File: src/rtl/bit_rate_monitor.sv
`default_nettype none
// ============================================================================
// bit_rate_monitor : moving average of bit-rate samples with hysteretic alarms
// Option macro: BIT_RATE_MONITOR_MINMAX_EN (min/max tracking) | Rev 1.0
// ============================================================================
module bit_rate_monitor #(
   parameter int RES_WIDTH = 32,
   parameter int AVG_LOG2  = 2,
   parameter int HYST_CNT  = 3
) (
   input  logic                 clk_i,
   input  logic                 s_rst_i,
   input  logic [RES_WIDTH-1:0] bit_rate_i,
   input  logic                 bit_rate_valid_i,
   input  logic                 clr_i,
   input  logic [RES_WIDTH-1:0] low_thr_i,
   input  logic [RES_WIDTH-1:0] high_thr_i,
   output logic [RES_WIDTH-1:0] avg_rate_o,
   output logic                 avg_valid_o,
   output logic [RES_WIDTH-1:0] min_rate_o,
   output logic [RES_WIDTH-1:0] max_rate_o,
   output logic [1:0]           state_o,
   output logic                 alarm_o
);

   localparam int DEPTH = 1 << AVG_LOG2;
   localparam int SUM_W = RES_WIDTH + AVG_LOG2;

   localparam logic [1:0] ST_FILL   = 2'd0;
   localparam logic [1:0] ST_NORMAL = 2'd1;
   localparam logic [1:0] ST_LOW    = 2'd2;
   localparam logic [1:0] ST_HIGH   = 2'd3;

   localparam logic [3:0]          HYST_LIM  = 4'(HYST_CNT);
   localparam logic [AVG_LOG2:0]   FILL_LAST = (AVG_LOG2+1)'(DEPTH-1);
   localparam logic [AVG_LOG2:0]   FILL_ONE  = (AVG_LOG2+1)'(1);
   localparam logic [AVG_LOG2-1:0] PTR_ONE   = AVG_LOG2'(1);

   logic [RES_WIDTH-1:0] win_q [DEPTH];
   logic [AVG_LOG2-1:0]  wr_ptr_q;
   logic [AVG_LOG2:0]    fill_q;
   logic [SUM_W-1:0]     sum_q, sum_d;
   logic [RES_WIDTH-1:0] avg_rate_q;
   logic                 avg_valid_q;
   logic [1:0]           state_q, state_d;
   logic [3:0]           hyst_q, hyst_d;
   logic                 dir_q, dir_d;
   logic                 alarm_q;

   logic                 w_accept;
   logic                 w_full;
   logic                 w_will_full;
   logic [RES_WIDTH-1:0] w_old;
   logic                 w_lo;
   logic                 w_hi;
   logic                 w_dir_new;
   logic [3:0]           w_cnt_inc;
   logic [3:0]           w_ret_inc;

   // Clear wins over a coincident sample.
   assign w_accept    = bit_rate_valid_i & ~clr_i;
   // Fill count saturates at DEPTH, whose only set bit is the MSB.
   assign w_full      = fill_q[AVG_LOG2];
   assign w_will_full = w_full | (fill_q == FILL_LAST);
   assign w_old       = w_full ? win_q[wr_ptr_q] : '0;
   assign sum_d       = sum_q + SUM_W'(bit_rate_i) - SUM_W'(w_old);

   assign w_lo      = avg_rate_q < low_thr_i;
   assign w_hi      = avg_rate_q > high_thr_i;
   assign w_dir_new = ~w_lo;
   assign w_cnt_inc = ((hyst_q != 4'd0) && (dir_q != w_dir_new)) ? 4'd1 : hyst_q + 4'd1;
   assign w_ret_inc = hyst_q + 4'd1;

   always_ff @(posedge clk_i) begin
      if (w_accept) begin
         win_q[wr_ptr_q] <= bit_rate_i;
      end
   end

   always_comb begin
      state_d = state_q;
      hyst_d  = hyst_q;
      dir_d   = dir_q;
      if (avg_valid_q) begin
         case (state_q)
            ST_FILL, ST_NORMAL: begin
               if (w_lo || w_hi) begin
                  dir_d = w_dir_new;
                  if (state_q == ST_FILL) begin
                     state_d = ST_NORMAL;
                     hyst_d  = w_cnt_inc;
                  end else if (w_cnt_inc >= HYST_LIM) begin
                     state_d = w_dir_new ? ST_HIGH : ST_LOW;
                     hyst_d  = 4'd0;
                  end else begin
                     hyst_d = w_cnt_inc;
                  end
               end else begin
                  state_d = ST_NORMAL;
                  hyst_d  = 4'd0;
               end
            end
            default: begin
               if ((state_q == ST_LOW) ? !w_lo : !w_hi) begin
                  if (w_ret_inc >= HYST_LIM) begin
                     state_d = ST_NORMAL;
                     hyst_d  = 4'd0;
                  end else begin
                     hyst_d = w_ret_inc;
                  end
               end else begin
                  hyst_d = 4'd0;
               end
            end
         endcase
      end
   end

   always_ff @(posedge clk_i) begin
      if (s_rst_i || clr_i) begin
         wr_ptr_q    <= '0;
         fill_q      <= '0;
         sum_q       <= '0;
         avg_rate_q  <= '0;
         avg_valid_q <= 1'b0;
         state_q     <= ST_FILL;
         hyst_q      <= 4'd0;
         dir_q       <= 1'b0;
         alarm_q     <= 1'b0;
      end else begin
         avg_valid_q <= 1'b0;
         if (w_accept) begin
            wr_ptr_q <= wr_ptr_q + PTR_ONE;
            sum_q    <= sum_d;
            if (!w_full) begin
               fill_q <= fill_q + FILL_ONE;
            end
            if (w_will_full) begin
               avg_valid_q <= 1'b1;
               avg_rate_q  <= sum_d[SUM_W-1:AVG_LOG2];
            end
         end
         state_q <= state_d;
         hyst_q  <= hyst_d;
         dir_q   <= dir_d;
         alarm_q <= state_d[1];
      end
   end

`ifdef BIT_RATE_MONITOR_MINMAX_EN
   logic [RES_WIDTH-1:0] min_q, max_q;

   always_ff @(posedge clk_i) begin
      if (s_rst_i || clr_i) begin
         min_q <= '1;
         max_q <= '0;
      end else if (w_accept) begin
         if (bit_rate_i < min_q) min_q <= bit_rate_i;
         if (bit_rate_i > max_q) max_q <= bit_rate_i;
      end
   end

   assign min_rate_o = min_q;
   assign max_rate_o = max_q;
`else
   assign min_rate_o = '0;
   assign max_rate_o = '0;
`endif

   assign avg_rate_o  = avg_rate_q;
   assign avg_valid_o = avg_valid_q;
   assign state_o     = state_q;
   assign alarm_o     = alarm_q;

endmodule
`default_nettype wire

File: config.mk
export PLATFORM = sky130hd
export DESIGN_NAME = bit_rate_monitor
export DESIGN_NICKNAME = d
export VERILOG_FILES = /design/src/rtl/bit_rate_monitor.sv
export SDC_FILE = /design/constraint.sdc
export NUM_CORES = 1
export LEC_CHECK = 0
export CORE_MARGIN = 10
export CORE_UTILIZATION = 45
export CTS_CLUSTER_DIAMETER = 200
export CTS_CLUSTER_SIZE = 14
export DETAILED_ROUTE_END_ITERATION = 10
export GPL_ROUTABILITY_DRIVEN = 1
export HOLD_SLACK_MARGIN = 0.15
export PLACE_DENSITY = 0.79
export SETUP_SLACK_MARGIN = 0.4
export SYNTH_ARGS = -nofsm -noshare
export SYNTH_HDL_FRONTEND = slang
export SYNTH_SLANG_ARGS = --single-unit
File: constraint.sdc
create_clock -name clk_i -period 5.3 [get_ports clk_i]
set_clock_uncertainty 0.2 [all_clocks]
set_input_delay 1.06 -clock clk_i [delete_from_list [all_inputs] [get_ports clk_i]]
set_output_delay 1.06 -clock clk_i [all_outputs]
set_load 0.1 [all_outputs]
==> run notes <==
The floorplan die height came out at 189 um. The biggest area consumer among synthesized cells is sky130_fd_sc_hd__edfxtp_1. The leakage power in the latest report is 0.00623 uW.

Most used flip-flop cell: sky130_fd_sc_hd__edfxtp_1. Using the TritonRoute via totals, the vias-per-cell ratio works out to 5.21. By area, the combinational part of the netlist is dominated by adder cells.

Peak ir drop on the vdd network: 0.174 mV. The library cell used as clock root buffer was sky130_fd_sc_hd__clkbuf_16. The maximum operating frequency is 215 MHz, and the highest fanout seen on the critical path is 16.

After floorplanning, the core was divided into 61 placement rows. The cell area that synthesis handed to floorplanning was 12,900 um^2. With the area share of the largest cell type after synthesis at 0.298, the number of antenna violations at the first check in global routing is 1. The xor-xnor portion of the synthesized cell area works out to 0.0221. The type of the worst setup path is reg2reg. The first detailed-routing pass took 5 iterations. The count of distinct cell types in the synthesized netlist is 69, and the number of max-slew violations in the final report is 0. The logs give 1,240 for the post-synthesis cell count and 28,000 um^2 for the core footprint. In this run the critical path is formed by buf_12, mux4_2, and2_1, fa_1, inv_1, ha_1, and3_1, and3b_2, o311a_1, o311ai_4, nand3_1, a41oi_1, xnor2_1, nand2_1, a21oi_1. In this design, the largest share of critical-path delay is due to AND-OR/OR-AND gates. On the reported timing paths, the clock transition at the registers reads 0.07 ns.

The horizontal die dimension reported for this design is 189 um. The run gives 50,800 um for the global-route wire length before repair. Cell with the biggest individual delay on the critical path: sky130_fd_sc_hd__mux4_2. The maximum count of clock buffers along a single path came out at 3. After layout, the minimum clock period comes to 4.66 ns.

Per the skew report, the later register of the worst-skew pair sees a clock latency of 0.50 ns. Hold timing on the final database bottoms out at a slack of 0.287 ns. The via count of the first global-routing pass was 9,331. The worst hold path begins at fill_q[1]$_SDFFE_PP0P_. The multiplexer fraction of the synthesized cell area is 0.0776, and the portion of the post-synthesis area used by sequential elements is 0.424. The run gives 2,428 for the number of fillers in the final layout. TritonCTS built the clock tree.

The layout overhead on the synthesized area is 16.4%, and the number of setup violations in the final report is 0. The initial cell density of the core came out at 0.460. With the max-capacitance violation count at 0, the number of input and output port buffers inserted is 135.

Endpoint class of the critical path: a flip-flop. Yosys stat cell total: 1,240. Adding up every negative setup slack in the final design gives 0 ns. The all-layer global routing usage is 0.176, and the proportion of synthesized flip-flops having asynchronous set or reset is 0. The area share of fa/ha/maj cells after synthesis works out to 0.152.

Setup repair after global routing left no endpoint under its margin. The total buffers and inverters traversed by the critical path works out to 2. The final layout contains 1,608 nets. The worst endpoint data arrival time is 4.87 ns, and the total number of yosys warnings is 0.

Entering global routing, the biggest net connects 50 pins. After synthesis, the cell types taking the most area are sky130_fd_sc_hd__edfxtp_1 (30%), sky130_fd_sc_hd__dfxtp_1 (13%), sky130_fd_sc_hd__ha_1 (10%), sky130_fd_sc_hd__inv_1 (5.8%), sky130_fd_sc_hd__mux4_2 (5.6%). For this run the aggregate overflow at the end of global routing stands at 0. The script parses the final routing iteration and logs DRC violations as 0.

At the placement stage, the worst setup path has a slack of 0.138 ns. The stat command in Yosys gives a chip area of 12,900 um^2. The slew of the pin with the lowest slew margin was 1.11 ns; the overall power of the completed layout was 4170 uW. The HPWL after detailed placement is 24,300 um. Tally of OpenROAD warnings: 31. The run gives 35,800 um^2 for the overall chip area.

The worst setup path is launched from a flip-flop. The total power per unit cell area is 278 nW/um^2, and the number of enable flip-flop cells is 128. Yosys reported a register bit count of 209. The flow ran to the end, and the final reports show no timing, DRC or antenna violations.

The number of nets with antenna violations after routing was 0. Counting every sink on the clock net gives 209. The post-CTS setup-driven buffer insertion count came out at 0. With the proportion of layout cells with a drive suffix above 1 at 0.0644, the number of buffers added by the clock tree synthesis step is 18. STA puts the critical path data required time at 5.51 ns.

The final tally of hold violations is 0. The synthesized area divided by synthesized cell count is 10.4 um^2, and the number of top-level pins is 200. On the worst path, the slowest cell contributes a delay of 0.52 ns.

The remaining max-slew budget at the tightest pin was 0.263. The repair_antennas step left the layout with diodes totalling 0. The number of design-rule violations left by the first detailed-router iteration was 655; the compound-gate portion of the synthesized area was 0.107. The worst path meets setup with 0.642 ns of slack. The share of synthesized cell area in and, or, nand and nor gates was 0.110; the final weighted congestion in routability-driven placement was 0.943. The worst hold path belongs to the class reg2reg. The post-layout period usage of the worst path was 0.879. The run gives 1 for the number of H-tree levels.
-- sequential cells by signal, indices dropped and copies added (netlist names), named ones only --
name         flops
win_q          128
fill_q           3
avg_rate_o      32
hyst_q           4
avg_valid_o      1
dir_q            1
wr_ptr_q         2
sum_q           34
state_o          2
-- through the flow --
step / instances / utilization / cell area, um^2
floorplan: 1303 / - / 13100
global placement: 1728 / 0.515 / 14400
detailed placement: 1728 / 0.515 / 14400
CTS: 1760 / 0.534 / 15000
global route: 1761 / 0.536 / 15000
finish: 1761 / 0.536 / 15000
-- power by group --
group	switching [uW]	internal (uW)	total [uW]
clock network	571	675	1250
registers	19.5	1770	1790
logic	738	406	1140
total	1330	2850	4170
-- worst paths after layout --
path / endpoint / slack [ns] / depth (start not counted)
worst min register to register: fill_q[1]$_SDFFE_PP0P_ / 0.29 / 2
worst max register to register: avg_rate_o[28]$_SDFFE_PP0P_ / 0.64 / 15
worst max-delay path: avg_rate_o[28]$_SDFFE_PP0P_ / 0.64 / 15
worst min-delay path: fill_q[1]$_SDFFE_PP0P_ / 0.29 / 2
-- synthesized netlist by cell type, drive strengths merged, types with 10 or more instances --
master  count
a21oi      64
nand3      17
xnor2      21
ha        105
fa         32
edfxtp    128
nand4      15
and2       38
o21ai      35
a31oi      10
nand2      83
a211oi     15
nor3       17
clkbuf     26
buf        75
a21o       20
inv       199
dfxtp      81
mux4       32
mux2i      28
nor2       81
-- placed cells by master (no fill, tap or decap), drive strengths merged, types with 6 or more instances in the layout --
cell | netlist | layout
inv | 199 | 199
clkdlybuf4s50 | 0 | 134
edfxtp | 128 | 128
ha | 105 | 105
nand2 | 83 | 83
nor2 | 81 | 81
dfxtp | 81 | 81
conb | 1 | 64
a21oi | 64 | 64
and2 | 38 | 38
o21ai | 35 | 35
clkbuf | 26 | 33
mux4 | 32 | 32
fa | 32 | 32
mux2i | 28 | 28
xnor2 | 21 | 21
a21o | 20 | 20
nand3 | 17 | 17
nor3 | 17 | 17
nand4 | 15 | 15
a211oi | 15 | 15
buf | 75 | 14
a31oi | 10 | 10
xor2 | 9 | 9
and3 | 9 | 9
o21a | 9 | 9
o211ai | 8 | 8
or2 | 8 | 8
o31ai | 7 | 7
a21boi | 6 | 6
nand2b | 6 | 6
-- routing by layer --
metal	part of all wire	GRT usage	vias up	wire length [um]
met5	0.00040	0	-	13
met4	0.018	0.0443	2	584
met3	0.076	0.0399	42	2470
met2	0.47	0.299	319	15300
met1	0.43	0.221	4394	14100
li1	-	-	4416	-
-- cell type report --
| cell class | instances | area, um^2 | area share |
|---|---|---|---|
| clock buffer | 32 | 528 | 0.0352 |
| inverter | 200 | 751 | 0.0500 |
| multi-input combinational | 793 | 6310 | 0.420 |
| sequential | 209 | 5470 | 0.364 |
| tap | 378 | 473 | 0.0315 |
| timing repair buffer | 149 | 1480 | 0.0987 |
-- timing repair --
action	in CTS	in global routing
setup endpoints to repair	0	7
hold buffers	0	0
hold endpoints to repair	0	0
gates resized	0	3
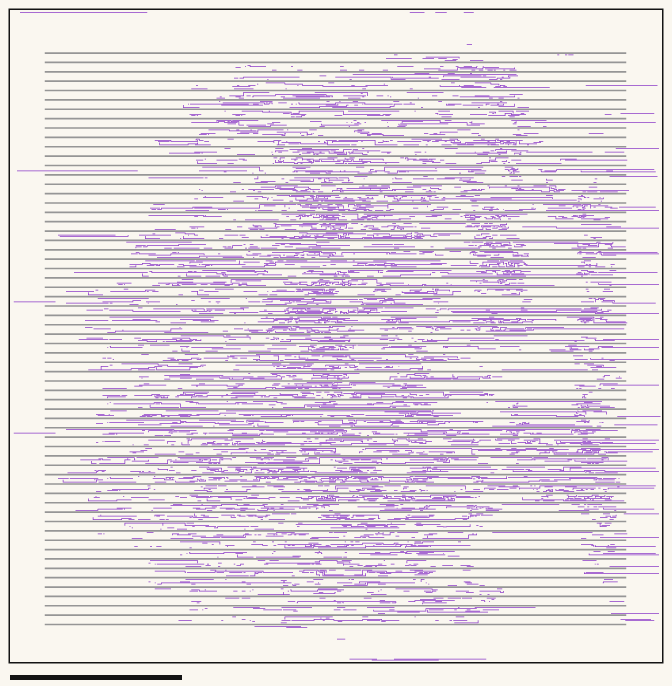
**Above:** M1 wires.
The bar under the picture is 50 um long. Supply wires on this layer in grey.
longest straight run: 59.3 um
share of all routed wire: 43%
met1 routing resource usage after global routing: 0.221
total number of vias: 9,173
Detailed Route WL: 32,500 um

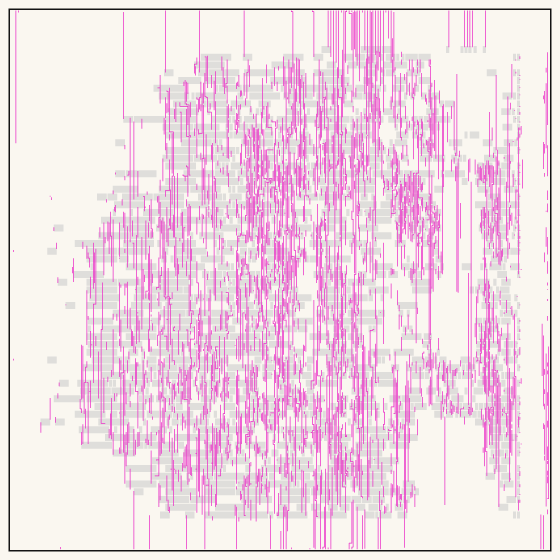
**Above:** met2 routing.
wire length on this layer: 15,300 um
share of all routed wire: 47%

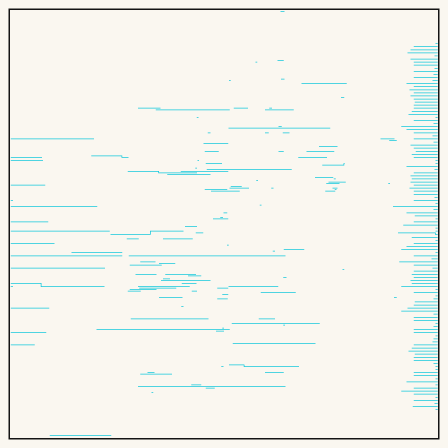
**Above:** metal 3.
nets with wire on the layer: 202
longest straight run: 69.0 um
main direction: horizontal
wire length on this layer: 2,470 um
share of all routed wire: 7.6%
met3 routing resource usage after global routing: 0.0399

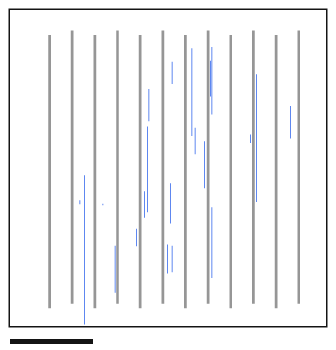
**Above:** the metal 4 layer.
The bar under the picture is 50 um long. Supply wires on this layer in grey.
share of all routed wire: 1.8%
main direction: vertical
nets with wire on the layer: 15
longest straight run: 89.1 um
wire length on this layer: 584 um

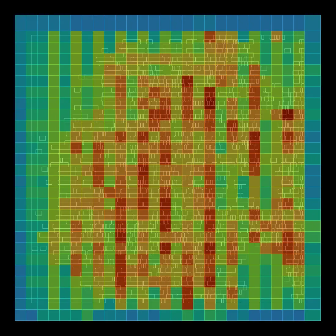
**Above:** track usage over the die.
routed wirelength normalized by instance count: 18.5 um
Global Route met2 Usage: 0.299
final standard cell utilization of the core: 0.536

Power and IR drop assume default switching activity.
